Register map, names as in the netlist:
Scale: 1 px per um. Other sequential cells in the stronger gray, the rest of the logic in the fainter gray.
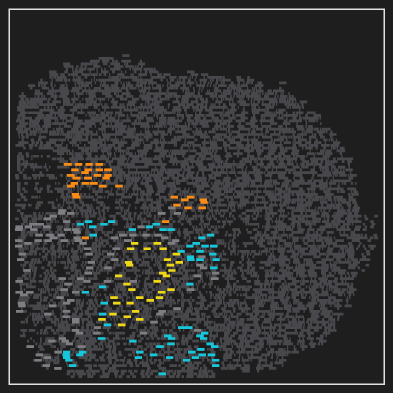
Wiring by layer:
Scale: 1 px per um.
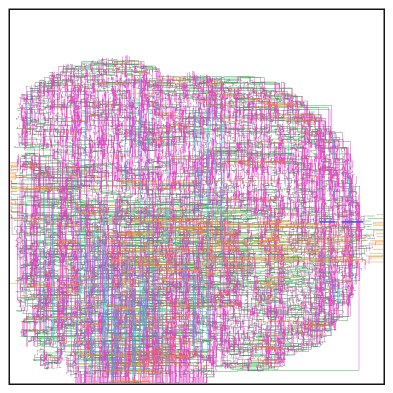
Congestion heat map:
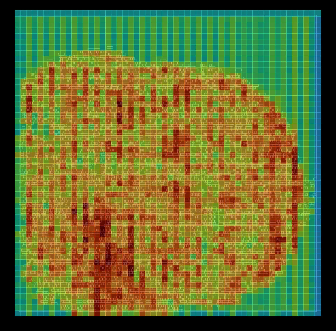
I/O nets highlighted:
Scale: 1 px per um.
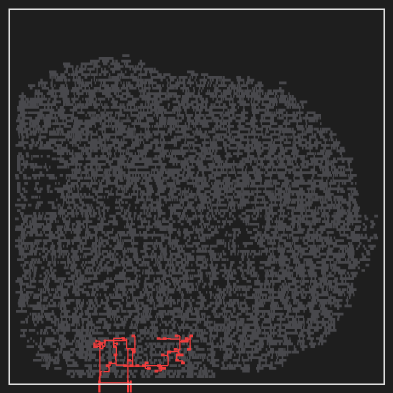
Design muldiv_unit_flat, sky130hd; sources not shown.
==> reports/summary.txt <==
Fillers = 12940
largest stage delay on the critical path = 0.65 ns
crit start category = input port
Netlist Area Pre-Place = 54140 um^2
Syn Area/Cell = 8.545 um^2
period utilisation layout = 55.40%
fin worst setup slack = 11.06 ns
R2R Setup Slk = 15.35 ns
CP Capture Type = output port
Final Max Slew Viols = 0
simple share = 18.10%
Remaining DRCs = 0
share of cells above drive strength 1 = 3.542%
Max-area cell share = 41.64%
CTS tree = done
ys async rst share = 0%
status = finished clean
max cap viols = 0
P&R area growth vs syn = 8.345%
count of plain and timing-repair buffers = 288
Slew headroom = 24.78%
met1 WL = 69590 um
largest net degree at the start of global routing = 95
Pwr Total = 979.3 uW
1st-pass router iterations = 6
DR top layer = met5
critical path depth = 10
syn nets = 7849
Critical-path top delay cell = clkdlybuf4s50_1
Setup CP Type = input port to output port
post-CTS sizing = 0
yosys xor share = 3.349%
CP arrival = 8.68 ns
Leakage Power = 28.00 nW
maximum clock rate = 72.79 MHz
post-layout min period = 13.74 ns
Seq/Total Area, Yosys = 8.727%
Setup-failing EPs final = 0
# Cells Yosys = 6336
Clock Path Buffers = 3
Via-to-Cell Ratio = 5.360
first-pass GRT wire length = 268100 um
Mux cell area share = 1.960%
Top cells by area = fa_1 42%, dfxtp_1 8.7%, inv_1 8.2%
multi-input gate share of total cell area = 74.25%
seq_cells = 236
fin nets = 7802
Clock Latency Late Sink = 0.65 ns
most instantiated logic cell after routing = inv_1
PD cells = 16.70 nW/um^2
Cells after Synth = 6336
die width = 373.4 um
CP Cell Sequence = clkdlybuf4s50_1 > inv_1 > ha_1 > nand4b_1 > nor4b_2 > nand2_1 > or3_1 > nand3_1 > a311oi_1 > clkdlybuf4s50_1
number of enable flip-flop cells = 0
measured slew at the worst slew-check pin = 1.128 ns
FF+latch count, synth = 236
Vert. Die Dim = 373.4 um
Non-Clock Buffer Area Fraction = 4.642%
total congestion overflow = 0
count of different cell masters after synthesis = 82
post-route ant nets = 0
VDD IR max = 38.32 uV
ANT cells = 7
Non-Filler Instances = 8086
Tap Count = 1755
Synth Flop Type = dfxtp_1
worst path buffer plus inverter count = 3
total setup buffers inserted after CTS = 0
Critical Path RT = 19.74 ns
clock root cell = clkbuf_8
Top cell by count, worst path = clkdlybuf4s50_1
inverters = 1183
synth warn = 6
Top delay family on crit path = simple AND/OR/NAND/NOR gates
WHS Path Cells = 2
Commonest cells post-synth = 1182 x inv_1, 1126 x fa_1, 864 x nand2_1
worst slack, placed = 11.07 ns
Clk pin slew, worst setup/hold paths = 0.06 ns
logic area = 43550 um^2
FP Rows = 133
clock buf count = 60
Leading cell kind = combinational gates
# H-tree levels = 2
chip area line of the yosys report = 54140 um^2
Comb gates = 4535
R2R depth = 26
CP Max Fanout = 6
FP Util = 41.23%
worst min path class = register to register
initial antenna violation count = 12
main logic family after synthesis = adder cells
vias in the first global route = 45260
setup_tns = 0 ns
OpenROAD warning count = 28
smallest hold slack = 0.3515 ns
Post-DP HPWL = 135900 um
die area = 139400 um^2
Largest register FFs = 64
metal2 WL = 81200 um
Synth top cell by count = inv_1
Inst Count DP = 7994
area leader, netlist = fa_1
wire length on met3 = 11700 um
area of the core = 131300 um^2
total CTS buffers = 45
Layout clock area frac = 1.685%
cts hold-fix bufs = 0
CTS Sinks = 236
routability congestion estimate = 0.9867
final hold viol count = 0
adder share = 47.46%
yosys aoi share = 9.471%
initial detailed-routing violation count = 3310
unrepaired setup endpoints after global routing = false
dominant logic cell types in the final layout = 1190 x inv_1, 1126 x fa_1, 862 x nand2_1
About 'register map, names as in the netlist':
color	name in the netlist	sequential cells
yellow	u_core/u_div_iter/quotient_o	32
cyan	u_core/result_q	64
orange	u_core/mul_b_q	33
not colored	107
flop share of the area: 8.082%
P_seq: 389 uW
fin util: 44.68%
register area: 4741 um^2

About 'wiring by layer':
color	layer	wire length
green	metal 1	69.6 mm
cyan	metal 4	8080 um
orange	metal 3	11700 um
magenta	metal 2	81.2 mm
blue	metal 5	33.1 um
vias: 43340
drt total wl: 170600 um
detailed-route wire length per cell: 21.10 um

About 'congestion heat map':
Total GRT Usage: 24.41%
Most Crowded Layer GR: met2
met1 usage: 32.08%

About 'I/O nets highlighted':
color	port	bits	direction	edge	end cells	buffers	wire
red	bus_op	3	input	south	42	4	499 um
Ports: 201
port bufs: 200

==> through the flow <==
step | utilization, % | area [um^2]
6_report | 44.68 | 58660
5_1_grt | 44.67 | 58660
4_1_cts | 44.61 | 58570
3_5_place_dp | 43.86 | 57580
3_3_place_gp | 43.84 | 57560
2_1_floorplan | - | 54140
==> power breakdown <==
part | switching [mW] | leakage (nW) | internal, mW
clock | 0.189 | 0.554 | 0.238
combinational | 0.104 | 25.5 | 0.0590
sequential | 0.00565 | 1.91 | 0.383
==> tightest hold or removal path, cell delays in order, from the launching register on <==
cell and delay (ns):
dfxtp_1 0.30, nand2_1 0.05, a21oi_1 0.05
==> routing by layer <==
layer | vias to the layer above | global-route usage, %
met3 | 343 | 3.951
met5 | - | 0
met1 | 22210 | 32.08
li1 | 19310 | -
met2 | 1467 | 40.56
met4 | 4 | 9.479
Power figures rest on the tool's default switching activity, not on a simulated workload.
